**src/rtl/tlp_tx_arbiter.sv**
```systemverilog
// tlp_tx_arbiter: packet-level round-robin arbiter moving whole TLPs from two
// FWFT staging FIFOs into the single PCIe master FIFO. Words are 18 bits:
// bit17 = SOP, bit16 = EOP, [15:0] = payload.
// Optional build macro ARB_PKT_STATS_EN adds per-port EOP packet counters.
module tlp_tx_arbiter #(
    parameter int NREQ   = 2,
    parameter int WORD_W = 18
) (
    input  logic              sys_clk,
    input  logic              sys_rst,
    input  logic              arb_en,
    input  logic [WORD_W-1:0] req0_dout,
    input  logic              req0_empty,
    output logic              req0_rd_en,
    input  logic [WORD_W-1:0] req1_dout,
    input  logic              req1_empty,
    output logic              req1_rd_en,
    output logic [WORD_W-1:0] mst_din,
    input  logic              mst_full,
    output logic              mst_wr_en,
    output logic [NREQ-1:0]   grant,
    output logic [7:0]        drop_cnt
`ifdef ARB_PKT_STATS_EN
   ,output logic [15:0]       pkt_cnt0,
    output logic [15:0]       pkt_cnt1
`endif
);

    localparam int SOP = WORD_W - 1;
    localparam int EOP = WORD_W - 2;

    typedef enum logic [1:0] {ARB_IDLE, ARB_P0, ARB_P1} state_t;

    state_t            state_q, state_d;
    logic              last_q, last_d;
    logic [7:0]        drop_q, drop_d;
    logic [WORD_W-1:0] din_q, din_d;
    logic              wr_q, wr_d;
    logic              rd0, rd1;
    logic              eop_pop0, eop_pop1;
    logic              cand0, cand1;

    // A port may win arbitration only when its head word opens a packet.
    assign cand0 = !req0_empty && req0_dout[SOP];
    assign cand1 = !req1_empty && req1_dout[SOP];

    // State register and registered master-FIFO write port.
    always_ff @(posedge sys_clk or posedge sys_rst) begin
        if (sys_rst) begin
            state_q <= ARB_IDLE;
            last_q  <= 1'b1;
            drop_q  <= 8'd0;
            din_q   <= '0;
            wr_q    <= 1'b0;
        end else begin
            state_q <= state_d;
            last_q  <= last_d;
            drop_q  <= drop_d;
            din_q   <= din_d;
            wr_q    <= wr_d;
        end
    end

    // Grant/drop decision in idle, word forwarding while a packet is owned.
    always_comb begin
        state_d  = state_q;
        last_d   = last_q;
        drop_d   = drop_q;
        din_d    = din_q;
        wr_d     = 1'b0;
        rd0      = 1'b0;
        rd1      = 1'b0;
        eop_pop0 = 1'b0;
        eop_pop1 = 1'b0;
        case (state_q)
            ARB_IDLE: begin
                if (arb_en && (cand0 || cand1)) begin
                    // On a tie the port that did not send last wins.
                    if (cand0 && (!cand1 || last_q)) state_d = ARB_P0;
                    else                             state_d = ARB_P1;
                end else if (!req0_empty && !req0_dout[SOP]) begin
                    rd0 = 1'b1;
                    if (drop_q != 8'hFF) drop_d = drop_q + 8'd1;
                end else if (!req1_empty && !req1_dout[SOP]) begin
                    rd1 = 1'b1;
                    if (drop_q != 8'hFF) drop_d = drop_q + 8'd1;
                end
            end
            ARB_P0: begin
                if (!req0_empty && !mst_full) begin
                    rd0   = 1'b1;
                    wr_d  = 1'b1;
                    din_d = req0_dout;
                    if (req0_dout[EOP]) begin
                        eop_pop0 = 1'b1;
                        state_d  = ARB_IDLE;
                        last_d   = 1'b0;
                    end
                end
            end
            ARB_P1: begin
                if (!req1_empty && !mst_full) begin
                    rd1   = 1'b1;
                    wr_d  = 1'b1;
                    din_d = req1_dout;
                    if (req1_dout[EOP]) begin
                        eop_pop1 = 1'b1;
                        state_d  = ARB_IDLE;
                        last_d   = 1'b1;
                    end
                end
            end
            default: state_d = ARB_IDLE;
        endcase
    end

    assign req0_rd_en = rd0;
    assign req1_rd_en = rd1;
    assign mst_din    = din_q;
    assign mst_wr_en  = wr_q;
    assign drop_cnt   = drop_q;
    assign grant      = {state_q == ARB_P1, state_q == ARB_P0};

`ifdef ARB_PKT_STATS_EN
    logic [15:0] pkt0_q, pkt1_q;

    // Completed-packet counters, wrapping, bumped on each EOP pop.
    always_ff @(posedge sys_clk or posedge sys_rst) begin
        if (sys_rst) begin
            pkt0_q <= 16'd0;
            pkt1_q <= 16'd0;
        end else begin
            if (eop_pop0) pkt0_q <= pkt0_q + 16'd1;
            if (eop_pop1) pkt1_q <= pkt1_q + 16'd1;
        end
    end

    assign pkt_cnt0 = pkt0_q;
    assign pkt_cnt1 = pkt1_q;
`endif

endmodule

```
**config.mk**
```make
export PLATFORM = sky130hd
export DESIGN_NAME = tlp_tx_arbiter
export DESIGN_NICKNAME = d
export VERILOG_FILES = /design/src/rtl/tlp_tx_arbiter.sv
export SDC_FILE = /design/constraint.sdc
export NUM_CORES = 1
export LEC_CHECK = 0
export CAP_MARGIN = 10
export CELL_PAD_IN_SITES_DETAIL_PLACEMENT = 0
export CELL_PAD_IN_SITES_GLOBAL_PLACEMENT = 1
export CORE_MARGIN = 1.5
export CORE_UTILIZATION = 33
export CTS_CLUSTER_SIZE = 20
export DETAILED_ROUTE_END_ITERATION = 8
export GPL_TIMING_DRIVEN = 0
export PLACE_DENSITY_LB_ADDON = 0.1
export SYNTH_ARGS = -nofsm -noshare
export SYNTH_HDL_FRONTEND = slang
export SYNTH_SLANG_ARGS = --single-unit
```
**constraint.sdc**
```tcl
create_clock -name sys_clk -period 2.7 [get_ports sys_clk]
set_input_delay 0.27 -clock sys_clk [delete_from_list [all_inputs] [get_ports sys_clk]]
set_output_delay 0.27 -clock sys_clk [all_outputs]
set_load 0.03 [all_outputs]
```
Sequential cells colored by netlist name:
(6 px per um)
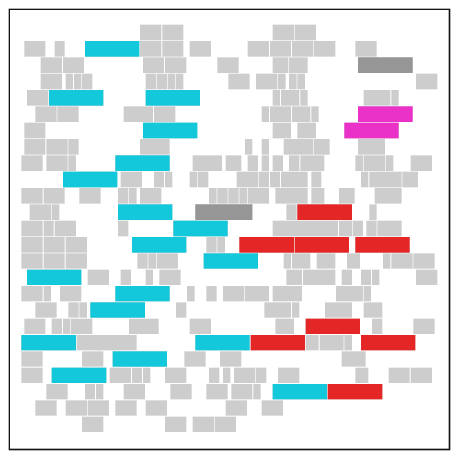
`mst_din` -> cyan  # flops 18
`drop_cnt` -> red  # flops 8
`state_q` -> magenta  # flops 2
not colored = 2
flip-flop and latch power: 800 uW
final standard cell utilization of the core: 54.36%

Placement density heat map:
(4 px per um) 7 x 7 tiles, from white (low) to dark blue (high), 0 to 100% covered.
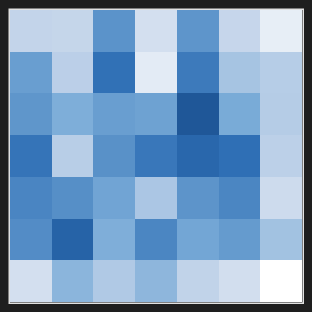
tiles over 75% full = 6.1%
nearly empty tiles = 2.0%
densest ninth of the die = center
fullest tile = 85%
FP Util: 34.36%
Placeable Area: 0.004723 sq mm

Clock routing:
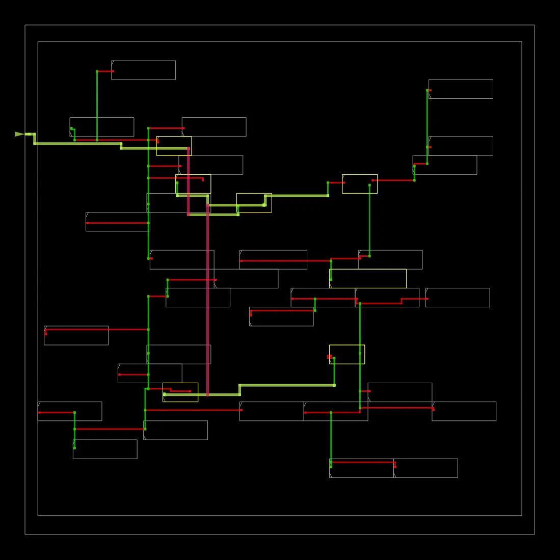
clock latency on the worst-skew pair: 0.28 ns
number of CTS-inserted buffers: 5
count of sequential standard cells: 30
clk pwr: 464 uW

Metal layers overlaid:
(6 px per um)
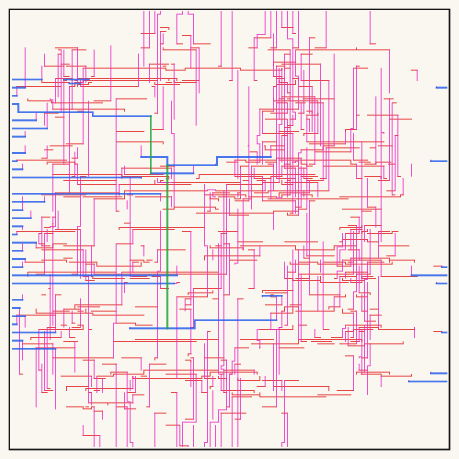
metal 2 -> magenta  # wire length 2080 um
metal 3 -> blue  # wire length 280 um
metal 1 -> red  # wire length 1730 um
metal 4 -> green  # wire length 36.7 um
All-Layer GR Usage: 16.87%
via total after detailed routing: 1469

==> Flow_metrics.wiki <==
=== Physical design figures ===
{| class="wikitable"
! Metric !! Value
|-
| Logic gate share of total power || 58.8%
|-
| Nets || ~290
|-
| Cells in synth_stat.txt || ~160
|-
| Final count of negative-setup-slack endpoints || 0
|-
| Final RePlAce weighted congestion || 0.8598
|-
| Non-filler cells, final || 309
|-
| Synthesized netlist cell count || approximately 160
|-
| Sequential group share of total power || 26.1%
|-
| Total Die Area || between 0.005 and 0.006 sq mm
|-
| Leading power group || combinational cells
|-
| Met1 demand-to-capacity share in global routing || 19.66%
|-
| Async S/R FF share, synth || 100.0%
|-
| Clock period minus worst slack || between 2 and 3 ns
|-
| Number of standard-cell rows in the floorplan || 25
|-
| Top-count cell post-synth || sky130_fd_sc_hd__dfrtp_1
|-
| Routed wirelength normalized by instance count || 13.35 um
|-
| Largest clock skew in the final design || 0.007872 ns
|-
| DR iter-0 viols || 90
|-
| Netlist Area Pre-Place || 0.001623 sq mm
|-
| Syn nets || 208
|-
| Routing usage on met2 || roughly 28%
|-
| ANT nets after route || 0
|-
| H-tree depth reported by CTS || 2
|-
| Outcome || finished clean
|-
| Share of total power in the clock network || 15.1%
|-
| Post-CTS clock slew at the launch and capture registers of the worst setup and hold paths || 0.07 ns
|-
| GR met3 Demand/Resource || under 10%
|-
| Chip Width || ~73 um
|-
| Sum of routed wire segments on met1 || 1729 um
|-
| Dpl cell area || 0.002427 sq mm
|-
| Critical path type || flip-flop to output port
|-
| Leading cell types by count after synthesis || sky130_fd_sc_hd__dfrtp_1, sky130_fd_sc_hd__nand2_1, sky130_fd_sc_hd__o21ai_0
|-
| Crit path DAT || around 2.3 ns
|-
| Number of buffers on the longest clock path || 2
|-
| Met2 WL || slightly above 2000 um
|-
| Period utilization || 95.21%
|-
| Final hold slack || 0.2498 ns
|-
| Maximum clock frequency || 0.3890 GHz
|-
| Highest metal layer with signal wires || met4
|-
| Category of the worst setup path capture point || output port
|-
| DRC violation count after routing || 0
|-
| Worst EP required || 2.43 ns
|-
| Number of pins with negative max-slew slack in the final report || 0
|-
| Overall routed net length || 4124 um
|-
| Final setup margin || 0.1293 ns
|-
| Largest net degree at the start of global routing || 31
|-
| Most instantiated logic cell after routing || sky130_fd_sc_hd__clkdlybuf4s50_1
|-
| Switching Fraction || 43.77%
|-
| # Max-Cap Violations || 0
|-
| Detailed route wirelength on metal3 || between 200 and 300 um
|}
## kinds of logic (layout without fill, tap and decap cells)
| family | count (synthesis) | in the layout | synth area share (%) |
|---|---|---|---|
| AND-OR/OR-AND | 30 | 30 | 11.18 |
| AND/OR/NAND/NOR | 54 | 54 | 17.27 |
| XOR/XNOR | 4 | 4 | 2.159 |
| adder cells (fa/ha/maj) | 4 | 4 | 3.084 |
| multiplexers | 24 | 24 | 15.42 |
| flip-flops | 30 | 30 | 46.34 |
| buffers and inverters | 16 | 96 | 4.548 |
## path summary, 6_finish.rpt
| kind | depth (start not counted) | slack [ns] | to | from |
|---|---|---|---|---|
| worst max-delay path | 7 | 0.13 | req1_rd_en | state_q[0] |
| worst max register to register | 8 | 0.91 | mst_din[4] | state_q[1] |
| min in group sys_clk | 2 | 0.47 | mst_din[15] | mst_din[15] |
| max in group asynchronous | 3 | 1.93 | last_q | sys_rst |
| worst min register to register | 2 | 0.47 | mst_din[15] | mst_din[15] |
| worst min-delay path | 2 | 0.25 | mst_din[14] | sys_rst |
## registers in the layout, summed over array words and instances (netlist names)
signal	count
drop_cnt	8
last_q	1
mst_din	18
mst_wr_en	1
state_q	2
## cell type report
| cell class | count | area, sq um |
|---|---|---|
| Fill cell | 419 | 2156 |
| Multi-Input combinational cell | 116 | 797.0 |
| Buffer | 8 | 43.79 |
| Clock inverter | 1 | 30.03 |
| Tap cell | 67 | 83.83 |
| Timing Repair Buffer | 73 | 748.2 |
| Clock buffer | 6 | 82.58 |
| Sequential cell | 30 | 752.0 |
| Inverter | 8 | 30.03 |
## critical path, delay by kind of cell, from the launching register on
kind                     cells  cell delay, ns
buffers and inverters        4            1.22
flip-flops                   1            0.40
adder cells (fa/ha/maj)      1            0.17
AND-OR/OR-AND                1            0.12
AND/OR/NAND/NOR              1            0.12
No activity file was given, so power comes from the tool's default toggle rates.
